===== src/rtl/uart_mmio_bridge.sv =====
// uart_mmio_bridge: decoded register window between the CPU data-memory port
// and N_CH UART cores. Each channel has config registers, a TX FIFO drained
// into the core by a small load FSM, and an RX FIFO filled by the core.
module uart_mmio_bridge #(
    parameter int          N_CH      = 2,
    parameter logic [31:0] BASE_ADDR = 32'h0000_0100,
    parameter int          TX_DEPTH  = 8,
    parameter int          RX_DEPTH  = 8
) (
    input  logic                  clk,
    input  logic                  rst,
    input  logic                  re,
    input  logic                  we,
    input  logic [31:0]           addr,
    input  logic [31:0]           wdata,
    output logic [31:0]           rdata,
    output logic                  hit,
    output logic                  stall,
    output logic [12*N_CH-1:0]    ubrr,
    output logic [4*N_CH-1:0]     ucsz,
    output logic [2*N_CH-1:0]     ucr,
    output logic [8*N_CH-1:0]     tx_data,
    output logic [N_CH-1:0]       tx_load,
    input  logic [N_CH-1:0]       tx_busy,
    input  logic [8*N_CH-1:0]     rx_byte,
    input  logic [N_CH-1:0]       rx_strobe
);

    localparam int CW = (N_CH > 1) ? $clog2(N_CH) : 1;
    localparam int TA = $clog2(TX_DEPTH);
    localparam int RA = $clog2(RX_DEPTH);
    localparam int TC = TA + 1;
    localparam int RC = RA + 1;
    localparam logic [31:0]   WIN_SIZE = 32'(8 * N_CH);
    localparam logic [TA-1:0] TX_PTR_ONE = TA'(1);
    localparam logic [RA-1:0] RX_PTR_ONE = RA'(1);
    localparam logic [TC-1:0] TX_CNT_ONE = TC'(1);
    localparam logic [RC-1:0] RX_CNT_ONE = RC'(1);
    localparam logic [TC-1:0] TX_FULL = TC'(TX_DEPTH);
    localparam logic [RC-1:0] RX_FULL = RC'(RX_DEPTH);
    localparam logic [TC-1:0] TX_EMPTY = TC'(0);
    localparam logic [RC-1:0] RX_EMPTY = RC'(0);

    typedef enum logic [1:0] {
        TX_IDLE  = 2'd0,
        TX_LOAD  = 2'd1,
        TX_GUARD = 2'd2
    } tx_state_e;

    // Address decode
    logic [31:0]   off_s;
    logic [2:0]    reg_s;
    logic [CW-1:0] ch_s;
    logic          hit_s;
    logic          stall_s;
    logic          wr_en_s;
    logic          rd_en_s;
    logic [31:0]   rdata_s;
    logic [19:0]   wdata_unused_s;

    // Per-channel state
    logic [11:0]   ubrr_q [N_CH];
    logic [11:0]   ubrr_d [N_CH];
    logic [3:0]    ucsz_q [N_CH];
    logic [3:0]    ucsz_d [N_CH];
    logic [1:0]    ucr_q [N_CH];
    logic [1:0]    ucr_d [N_CH];
    logic [7:0]    tx_mem_q [N_CH][TX_DEPTH];
    logic [7:0]    tx_mem_d [N_CH][TX_DEPTH];
    logic [TA-1:0] tx_rd_q [N_CH];
    logic [TA-1:0] tx_rd_d [N_CH];
    logic [TA-1:0] tx_wr_q [N_CH];
    logic [TA-1:0] tx_wr_d [N_CH];
    logic [TC-1:0] tx_cnt_q [N_CH];
    logic [TC-1:0] tx_cnt_d [N_CH];
    logic [7:0]    rx_mem_q [N_CH][RX_DEPTH];
    logic [7:0]    rx_mem_d [N_CH][RX_DEPTH];
    logic [RA-1:0] rx_rd_q [N_CH];
    logic [RA-1:0] rx_rd_d [N_CH];
    logic [RA-1:0] rx_wr_q [N_CH];
    logic [RA-1:0] rx_wr_d [N_CH];
    logic [RC-1:0] rx_cnt_q [N_CH];
    logic [RC-1:0] rx_cnt_d [N_CH];
    logic [N_CH-1:0] ovr_q;
    logic [N_CH-1:0] ovr_d;
    tx_state_e     tx_state_q [N_CH];
    tx_state_e     tx_state_d [N_CH];
    logic [7:0]    tx_data_q [N_CH];
    logic [7:0]    tx_data_d [N_CH];
    logic [N_CH-1:0] tx_load_q;
    logic [N_CH-1:0] tx_load_d;

    // Per-channel event strobes
    logic [N_CH-1:0] sel_s;
    logic [N_CH-1:0] tx_push_s;
    logic [N_CH-1:0] tx_pop_s;
    logic [N_CH-1:0] rx_push_s;
    logic [N_CH-1:0] rx_pop_s;
    logic [N_CH-1:0] ovr_set_s;
    logic [N_CH-1:0] ovr_clr_s;

    // Out-of-window addresses wrap to large offsets, so one compare covers both ends
    assign off_s          = addr - BASE_ADDR;
    assign hit_s          = (off_s < WIN_SIZE);
    assign reg_s          = off_s[2:0];
    assign ch_s           = off_s[3 +: CW];
    assign wr_en_s        = we && hit_s && !stall_s;
    assign rd_en_s        = re && hit_s && !stall_s;
    assign wdata_unused_s = wdata[31:12];
    assign rdata          = rdata_s;
    assign hit            = hit_s;
    assign stall          = stall_s;

    // Combinational read mux and TX-full stall for the addressed channel
    always_comb begin
        rdata_s = 32'd0;
        stall_s = 1'b0;
        for (int i = 0; i < N_CH; i++) begin
            if (hit_s && (ch_s == CW'(i))) begin
                stall_s = we && (reg_s == 3'd3) && (tx_cnt_q[i] == TX_FULL);
                if (re) begin
                    case (reg_s)
                        3'd0:    rdata_s = {20'd0, ubrr_q[i]};
                        3'd1:    rdata_s = {28'd0, ucsz_q[i]};
                        3'd2:    rdata_s = {30'd0, ucr_q[i]};
                        3'd4:    rdata_s = {28'd0, ovr_q[i],
                                            (tx_cnt_q[i] == TX_EMPTY) && !tx_busy[i],
                                            (rx_cnt_q[i] != RX_EMPTY),
                                            (tx_cnt_q[i] == TX_FULL)};
                        3'd5:    rdata_s = (rx_cnt_q[i] != RX_EMPTY) ?
                                           {24'd0, rx_mem_q[i][rx_rd_q[i]]} : 32'd0;
                        3'd6:    rdata_s = 32'(tx_cnt_q[i]);
                        3'd7:    rdata_s = 32'(rx_cnt_q[i]);
                        default: rdata_s = 32'd0;
                    endcase
                end else begin
                    rdata_s = 32'd0;
                end
            end else begin
                rdata_s = rdata_s;
            end
        end
    end

    // FIFO push/pop and overrun events per channel
    always_comb begin
        sel_s     = {N_CH{1'b0}};
        tx_push_s = {N_CH{1'b0}};
        tx_pop_s  = {N_CH{1'b0}};
        rx_push_s = {N_CH{1'b0}};
        rx_pop_s  = {N_CH{1'b0}};
        ovr_set_s = {N_CH{1'b0}};
        ovr_clr_s = {N_CH{1'b0}};
        for (int i = 0; i < N_CH; i++) begin
            sel_s[i]     = hit_s && (ch_s == CW'(i));
            tx_push_s[i] = wr_en_s && sel_s[i] && (reg_s == 3'd3);
            tx_pop_s[i]  = (tx_state_q[i] == TX_IDLE) && (tx_cnt_q[i] != TX_EMPTY) && !tx_busy[i];
            // Full check uses the pre-pop count: a byte arriving while full is lost
            rx_push_s[i] = rx_strobe[i] && (rx_cnt_q[i] != RX_FULL);
            ovr_set_s[i] = rx_strobe[i] && (rx_cnt_q[i] == RX_FULL);
            rx_pop_s[i]  = rd_en_s && sel_s[i] && (reg_s == 3'd5) && (rx_cnt_q[i] != RX_EMPTY);
            ovr_clr_s[i] = wr_en_s && sel_s[i] && (reg_s == 3'd4) && wdata[3];
        end
    end

    // Next-state logic: config writes, FIFOs, overrun flag and TX drain FSM
    always_comb begin
        ubrr_d     = ubrr_q;
        ucsz_d     = ucsz_q;
        ucr_d      = ucr_q;
        tx_mem_d   = tx_mem_q;
        tx_rd_d    = tx_rd_q;
        tx_wr_d    = tx_wr_q;
        tx_cnt_d   = tx_cnt_q;
        rx_mem_d   = rx_mem_q;
        rx_rd_d    = rx_rd_q;
        rx_wr_d    = rx_wr_q;
        rx_cnt_d   = rx_cnt_q;
        ovr_d      = ovr_q;
        tx_state_d = tx_state_q;
        tx_data_d  = tx_data_q;
        tx_load_d  = tx_load_q;
        for (int i = 0; i < N_CH; i++) begin
            if (wr_en_s && sel_s[i]) begin
                case (reg_s)
                    3'd0:    ubrr_d[i] = wdata[11:0];
                    3'd1:    ucsz_d[i] = wdata[3:0];
                    3'd2:    ucr_d[i]  = wdata[1:0];
                    default: ubrr_d[i] = ubrr_q[i];
                endcase
            end else begin
                ubrr_d[i] = ubrr_q[i];
            end

            if (tx_push_s[i]) begin
                tx_mem_d[i][tx_wr_q[i]] = wdata[7:0];
                tx_wr_d[i]              = tx_wr_q[i] + TX_PTR_ONE;
            end else begin
                tx_wr_d[i] = tx_wr_q[i];
            end

            case (tx_state_q[i])
                TX_IDLE: begin
                    if (tx_pop_s[i]) begin
                        tx_data_d[i]  = tx_mem_q[i][tx_rd_q[i]];
                        tx_rd_d[i]    = tx_rd_q[i] + TX_PTR_ONE;
                        tx_load_d[i]  = 1'b1;
                        tx_state_d[i] = TX_LOAD;
                    end else begin
                        tx_load_d[i]  = 1'b0;
                        tx_state_d[i] = TX_IDLE;
                    end
                end
                TX_LOAD: begin
                    tx_load_d[i]  = 1'b0;
                    tx_state_d[i] = TX_GUARD;
                end
                TX_GUARD: begin
                    tx_load_d[i]  = 1'b0;
                    tx_state_d[i] = TX_IDLE;
                end
                default: begin
                    tx_load_d[i]  = 1'b0;
                    tx_state_d[i] = TX_IDLE;
                end
            endcase

            case ({tx_push_s[i], tx_pop_s[i]})
                2'b10:   tx_cnt_d[i] = tx_cnt_q[i] + TX_CNT_ONE;
                2'b01:   tx_cnt_d[i] = tx_cnt_q[i] - TX_CNT_ONE;
                default: tx_cnt_d[i] = tx_cnt_q[i];
            endcase

            if (rx_push_s[i]) begin
                rx_mem_d[i][rx_wr_q[i]] = rx_byte[8*i +: 8];
                rx_wr_d[i]              = rx_wr_q[i] + RX_PTR_ONE;
            end else begin
                rx_wr_d[i] = rx_wr_q[i];
            end

            if (rx_pop_s[i]) begin
                rx_rd_d[i] = rx_rd_q[i] + RX_PTR_ONE;
            end else begin
                rx_rd_d[i] = rx_rd_q[i];
            end

            case ({rx_push_s[i], rx_pop_s[i]})
                2'b10:   rx_cnt_d[i] = rx_cnt_q[i] + RX_CNT_ONE;
                2'b01:   rx_cnt_d[i] = rx_cnt_q[i] - RX_CNT_ONE;
                default: rx_cnt_d[i] = rx_cnt_q[i];
            endcase

            // A new overrun beats a same-cycle clear
            if (ovr_set_s[i]) begin
                ovr_d[i] = 1'b1;
            end else if (ovr_clr_s[i]) begin
                ovr_d[i] = 1'b0;
            end else begin
                ovr_d[i] = ovr_q[i];
            end
        end
    end

    // State registers with asynchronous reset
    always_ff @(posedge clk or posedge rst) begin
        if (rst) begin
            for (int i = 0; i < N_CH; i++) begin
                ubrr_q[i]     <= 12'd0;
                ucsz_q[i]     <= 4'd0;
                ucr_q[i]      <= 2'd0;
                tx_rd_q[i]    <= {TA{1'b0}};
                tx_wr_q[i]    <= {TA{1'b0}};
                tx_cnt_q[i]   <= {TC{1'b0}};
                rx_rd_q[i]    <= {RA{1'b0}};
                rx_wr_q[i]    <= {RA{1'b0}};
                rx_cnt_q[i]   <= {RC{1'b0}};
                tx_state_q[i] <= TX_IDLE;
                tx_data_q[i]  <= 8'd0;
                for (int j = 0; j < TX_DEPTH; j++) begin
                    tx_mem_q[i][j] <= 8'd0;
                end
                for (int j = 0; j < RX_DEPTH; j++) begin
                    rx_mem_q[i][j] <= 8'd0;
                end
            end
            ovr_q     <= {N_CH{1'b0}};
            tx_load_q <= {N_CH{1'b0}};
        end else begin
            ubrr_q     <= ubrr_d;
            ucsz_q     <= ucsz_d;
            ucr_q      <= ucr_d;
            tx_mem_q   <= tx_mem_d;
            tx_rd_q    <= tx_rd_d;
            tx_wr_q    <= tx_wr_d;
            tx_cnt_q   <= tx_cnt_d;
            rx_mem_q   <= rx_mem_d;
            rx_rd_q    <= rx_rd_d;
            rx_wr_q    <= rx_wr_d;
            rx_cnt_q   <= rx_cnt_d;
            ovr_q      <= ovr_d;
            tx_state_q <= tx_state_d;
            tx_data_q  <= tx_data_d;
            tx_load_q  <= tx_load_d;
        end
    end

    // Flatten per-channel registers onto the packed output buses
    always_comb begin
        ubrr    = {(12 * N_CH){1'b0}};
        ucsz    = {(4 * N_CH){1'b0}};
        ucr     = {(2 * N_CH){1'b0}};
        tx_data = {(8 * N_CH){1'b0}};
        tx_load = tx_load_q;
        for (int i = 0; i < N_CH; i++) begin
            ubrr[12*i +: 12]  = ubrr_q[i];
            ucsz[4*i +: 4]    = ucsz_q[i];
            ucr[2*i +: 2]     = ucr_q[i];
            tx_data[8*i +: 8] = tx_data_q[i];
        end
    end

endmodule


===== config.mk =====
export PLATFORM = sky130hd
export DESIGN_NAME = uart_mmio_bridge
export DESIGN_NICKNAME = d
export VERILOG_FILES = /design/src/rtl/uart_mmio_bridge.sv
export SDC_FILE = /design/constraint.sdc
export NUM_CORES = 1
export LEC_CHECK = 0
export ABC_AREA = 0
export CAP_MARGIN = 20
export CORE_MARGIN = 4
export CORE_UTILIZATION = 35
export DETAILED_ROUTE_END_ITERATION = 6
export GPL_TIMING_DRIVEN = 0
export SLEW_MARGIN = 20
export SYNTH_ARGS = -nofsm -noshare
export SYNTH_HDL_FRONTEND = slang
export SYNTH_SLANG_ARGS = --single-unit

===== constraint.sdc =====
create_clock -name clk -period 13.7 [get_ports clk]
set_clock_uncertainty 0.05 [all_clocks]
set_input_delay 2.74 -clock clk [delete_from_list [all_inputs] [get_ports clk]]
set_output_delay 2.74 -clock clk [all_outputs]
set_load 0.01 [all_outputs]

**Run 1: metal 4**

Cells faint in the background.
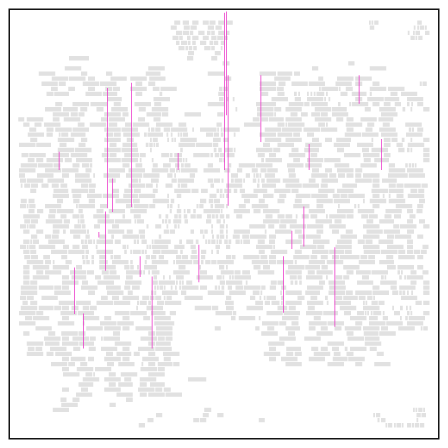
wire length on this layer: 702 um
longest straight run: 83.6 um

**Run 1: ports around the boundary**

Pins as bars across the die edge, other pins in grey.
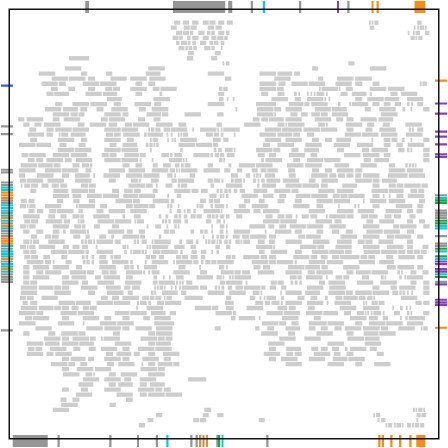
legend:
  `rdata`:
    colour: orange
    pins: 32
    direction: output
    edge: 12 bottom, 10 left, 8 top, 2 right
  `ubrr`:
    colour: cyan
    pins: 24
    direction: output
    edge: 15 left, 6 right, 2 bottom, 1 top
  `tx_data`:
    colour: purple
    pins: 16
    direction: output
    edge: 15 right, 1 top
  `ucsz`:
    colour: green
    pins: 8
    direction: output
    edge: 7 right, 1 bottom
  `clk`:
    colour: blue
    pins: 1
    direction: input
    edge: left
all pins by edge: 47 top, 46 left, 44 bottom, 39 right
number of buffer cells added on primary ports: 132
width of the die: 228.4 um
Die Y: 228.4 um

==> results_dict.tcl, run 1 <==
# collected from the flow reports
set metrics [dict create \
    ys_seq_elements 354 \
    initialDrtViolationCount 658 \
    syn-mean-instance-area_sq_um 14.03 \
    layout-drive-gt1-share 0.3431 \
    slew_viol_final 0 \
    cts_inserted_buffers 39 \
    cts.htree.levels 2 \
    final_critical_delay_including_setup_and_external_delays_ns 8.807 \
    syn-instance-count 1212 \
    simple_gate_area_frac 0.06888 \
    setup_viol_count_final 0 \
    yosysTopAreaCell "dfrtp_1" \
    initial_utilization 0.3553 \
    fp.dieArea_sq_mm 0.05216 \
    synth_dominant_cell_count "dfrtp_1" \
    worst_ir_drop_vdd_mv 0.1241 \
    yosysTopAreaCellShare 0.5210 \
    adder_cell_fraction_of_synth_area 0.01825 \
    worst_setup_path_end_kind "output pin" \
    power.total_mw 3.388 \
    worst_setup_path_start_kind "input port" \
    design.final.nets 1518 \
    outcome "completed" \
    io-pin-count 176 \
    timing.slew.headroom 0.3778 \
    post_synth_ao_oa_area_fraction 0.03017 \
    synth-xor-area-share 0.01700 \
]
**Run 1: routing congestion**

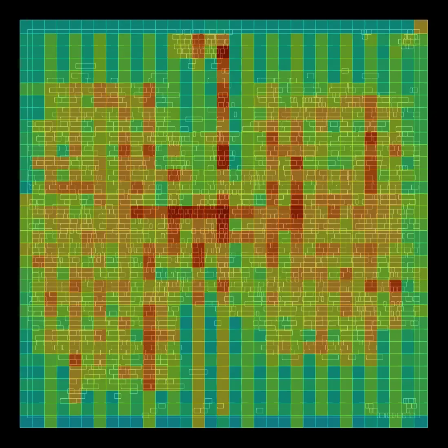
routed length per placed instance: 20.88 um
layer with the highest usage: met2
post-layout util: 0.4319
grt met1 use: 0.2360
GRT met3 Usage: 0.03776

[run 1: worst paths after layout]
path / cells after the start / end / slack, ns / start
worst min register to register: 1 / tx_state_q[3] / 0.37 / tx_state_q[3]
min in group asynchronous: 2 / rx_mem_q[88] / 2.62 / rst
max in group asynchronous: 4 / rx_mem_q[63] / 9.64 / rst
worst max register to register: 13 / tx_cnt_q[2] / 9.97 / tx_cnt_q[1]
worst max-delay path: 7 / rdata[1] / 4.89 / addr[14]
worst min-delay path: 1 / tx_state_q[3] / 0.37 / tx_state_q[3]
[run 1: cells in the final DEF, fill, tap and decap left out, types with 20 or more instances in the layout]
master	instances
clkdlybuf4s50_1	132
ha_1	20
nand2_1	54
mux2_2	304
conb_1	20
buf_4	24
xnor2_1	21
dfrtp_1	354
mux4_2	64
inv_1	20
o21ai_0	31
clkbuf_16	41
nor2_1	29
clkbuf_1	58
mux2i_1	44
[run 1: cell type report]
cell class                 instances  area (sq um)
multi-input combinational        759          7677
buffer                            95         464.2
antenna                            1         2.502
timing repair buffer             135          1404
clock inverter                    11         209.0
clock buffer                      60          1187
inverter                          23         93.84
sequential                       354          8859
fill                            4438         27180
tap                              615         769.5
[run 1: per-layer routing]
layer	share of wire	vias up	GRT usage
met3	0.057	55	0.03776
met5	0.00079	-	0
met1	0.47	5465	0.2360
met2	0.46	217	0.2568
met4	0.016	4	0.03157
li1	-	4844	-
[run 1: through the flow]
stage / util / setup TNS, ns / cells
after floorplan: - / 0 / 1231
after global placement: 0.4005 / -1133.17 / 1978
after detailed placement: 0.4027 / 0 / 1981
after CTS: 0.4319 / 0 / 2052
after global routing: 0.4319 / 0 / 2053
final: 0.4319 / 0 / 2053
[run 1: power breakdown]
part           internal [mW]  switching (mW)
Combinational          0.441           0.394
Clock                  0.710           0.421
Sequential              1.29           0.133
**Run 1: sequential cells grouped by signal name**

Other sequential cells in the stronger grey, the rest of the logic in the fainter grey.
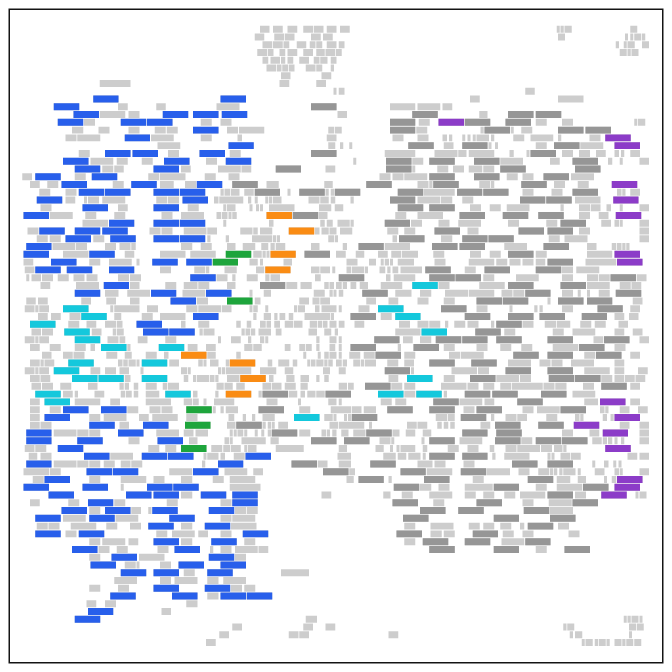

==> run 2, diff against run 1 <==
==> constraint.sdc (replaced) <==
create_clock -name clk -period 8.2 [get_ports clk]
set_clock_uncertainty 0.05 [all_clocks]
set_input_delay 1.64 -clock clk [delete_from_list [all_inputs] [get_ports clk]]
set_output_delay 1.64 -clock clk [all_outputs]
set_load 0.01 [all_outputs]
**Run 2: sequential cells grouped by signal name**

Other sequential cells in the stronger grey, the rest of the logic in the fainter grey.
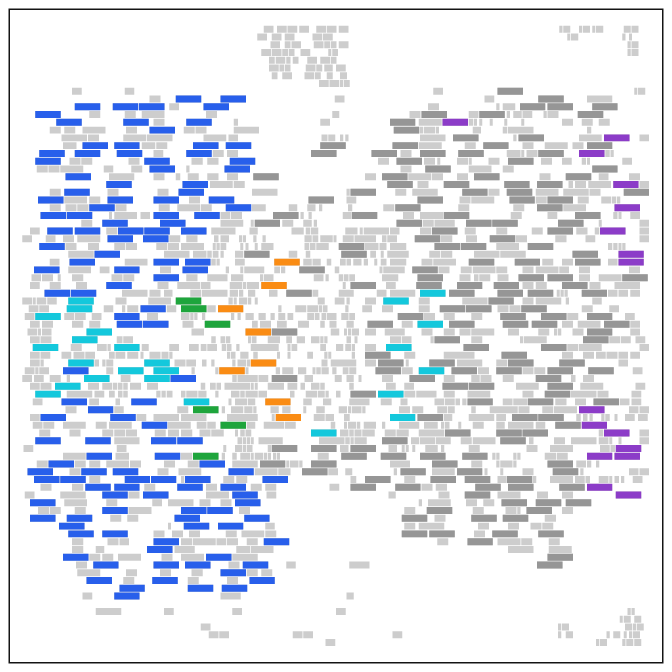
legend:
  `rx_mem_q`:
    colour: blue
    flops: 128
  `tx_data`:
    colour: purple
    flops: 16
  `rx_rd_q`:
    colour: green
    flops: 6
  `ubrr`:
    colour: cyan
    flops: 24
  `rx_cnt_q`:
    colour: orange
    flops: 8
    where: middle

==> results_dict.tcl, run 2 <==
# collected from the flow reports
set metrics [dict create \
    outcome "completed" \
    crit_path_end "rdata[1]" \
    fp.dieH_um 228.4 \
    r2r_cells 13 \
    port_buffers 132 \
    internal_power_mw 3.968 \
    slew_viol_final 0 \
    power.total_mw 5.582 \
    seqCellArea_sq_mm 0.008859 \
    hold_path_depth 1 \
    io-pin-count 176 \
    total_switching_power_mw 1.615 \
    worstSetupStartpoint "addr[15]" \
    timing.slew.headroom 0.3295 \
    syn-instance-count 1212 \
    yosysTopAreaCellShare 0.5210 \
    worstHoldStart "tx_state_q[1]" \
    fp.dieArea_sq_mm 0.05216 \
    clockNetworkPower_mw 1.80 \
    fin_setup_tns_ns 0 \
    area.combinational_sq_mm 0.007677 \
    pwr-share-clk 0.322 \
    worst_ir_drop_vdd_mv 0.1555 \
    wire_per_inst_um 21.26 \
    worst_reg2reg_startpoint "tx_cnt_q[1]" \
    layout_top_cells_excl_fill_tap "354 x dfrtp_1, 304 x mux2_2, 132 x clkdlybuf4s50_1" \
    final.fill_count 4422 \
    critical_path.reg2reg.endpoint "tx_cnt_q[2]" \
    p_seq_mw 2.38 \
    cts.htree.levels 2 \
    yosysTopAreaCell "dfrtp_1" \
    initial_utilization 0.3553 \
    min_delay_worst_endpoint "tx_state_q[1]" \
    swShare 0.2892 \
    design.final.nets 1528 \
    setup_viol_count_final 0 \
    power_combinational_mw 1.40 \
    initialDrtViolationCount 554 \
]
**Run 2: routed clock nets over the placement**

The bar under the picture is 50 um long.
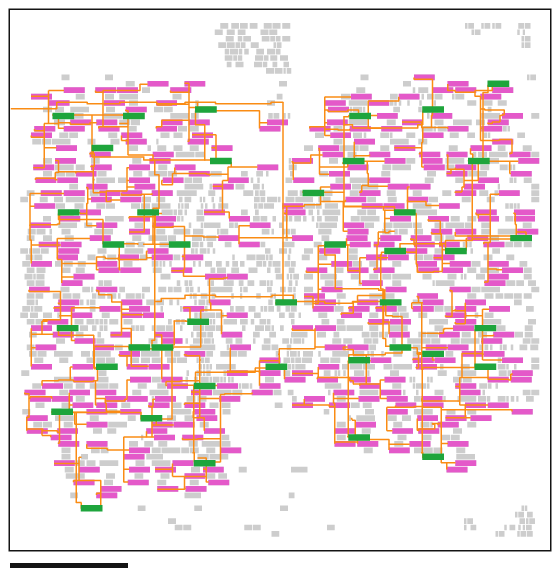
legend:
  cells driving clock nets:
    colour: green
    count: 40
  clock wires:
    colour: orange
    length: 4870 um
  flip-flops:
    colour: magenta
    count: 354
routed clock nets: 41

-- run 2: cell counts after synthesis --
Identical to the previous run, type by type.
-- run 2: layer usage --
metal  track usage  part of all wire  vias to the layer above
li1              -                 -                     4851
met3       0.03178             0.054                       50
met4       0.03808             0.016                        2
met1        0.2424              0.46                     5677
met2        0.2612              0.47                      276
met5             0           0.00030                        -
-- run 2: per-stage QoR --
stage,util,cells
final,0.4338,2062
after detailed placement,0.4062,1990
after CTS,0.4337,2061
after global routing,0.4338,2062
after floorplan,-,1231
after global placement,0.4006,1978
-- run 2: cell type report --
| type | count | area share |
|---|---|---|
| Timing Repair Buffer | 144 | 0.07596 |
| Multi-Input combinational cell | 759 | 0.3699 |
| Sequential cell | 354 | 0.4268 |
| Clock inverter | 13 | 0.006089 |
| Inverter | 23 | 0.004340 |
| Tap cell | 615 | 0.03708 |
| Clock buffer | 58 | 0.05733 |
| Antenna cell | 1 | 0.0001206 |
| Buffer | 95 | 0.02237 |
-- run 2: cell families (layout without fill, tap and decap cells) --
group | Yosys count | count (layout) | share of synthesized area
other | 1 | 21 | 0.0002206
buffers and inverters | 118 | 333 | 0.03238
XOR/XNOR | 33 | 33 | 0.01700
AND-OR/OR-AND | 79 | 79 | 0.03017
adder cells (fa/ha/maj) | 23 | 23 | 0.01825
AND/OR/NAND/NOR | 192 | 192 | 0.06889
multiplexers | 412 | 412 | 0.3120
flip-flops | 354 | 354 | 0.5210
-- run 2: worst max-delay path, stage by stage --
cell and delay [ns]:
clkdlybuf4s50_1 0.43, nor4_1 0.32, nand4_1 0.47, nor4_2 0.87, o41ai_1 0.23, a31oi_1 0.47, clkdlybuf4s50_1 0.65
Power figures rest on the tool's default switching activity, not on a simulated workload.
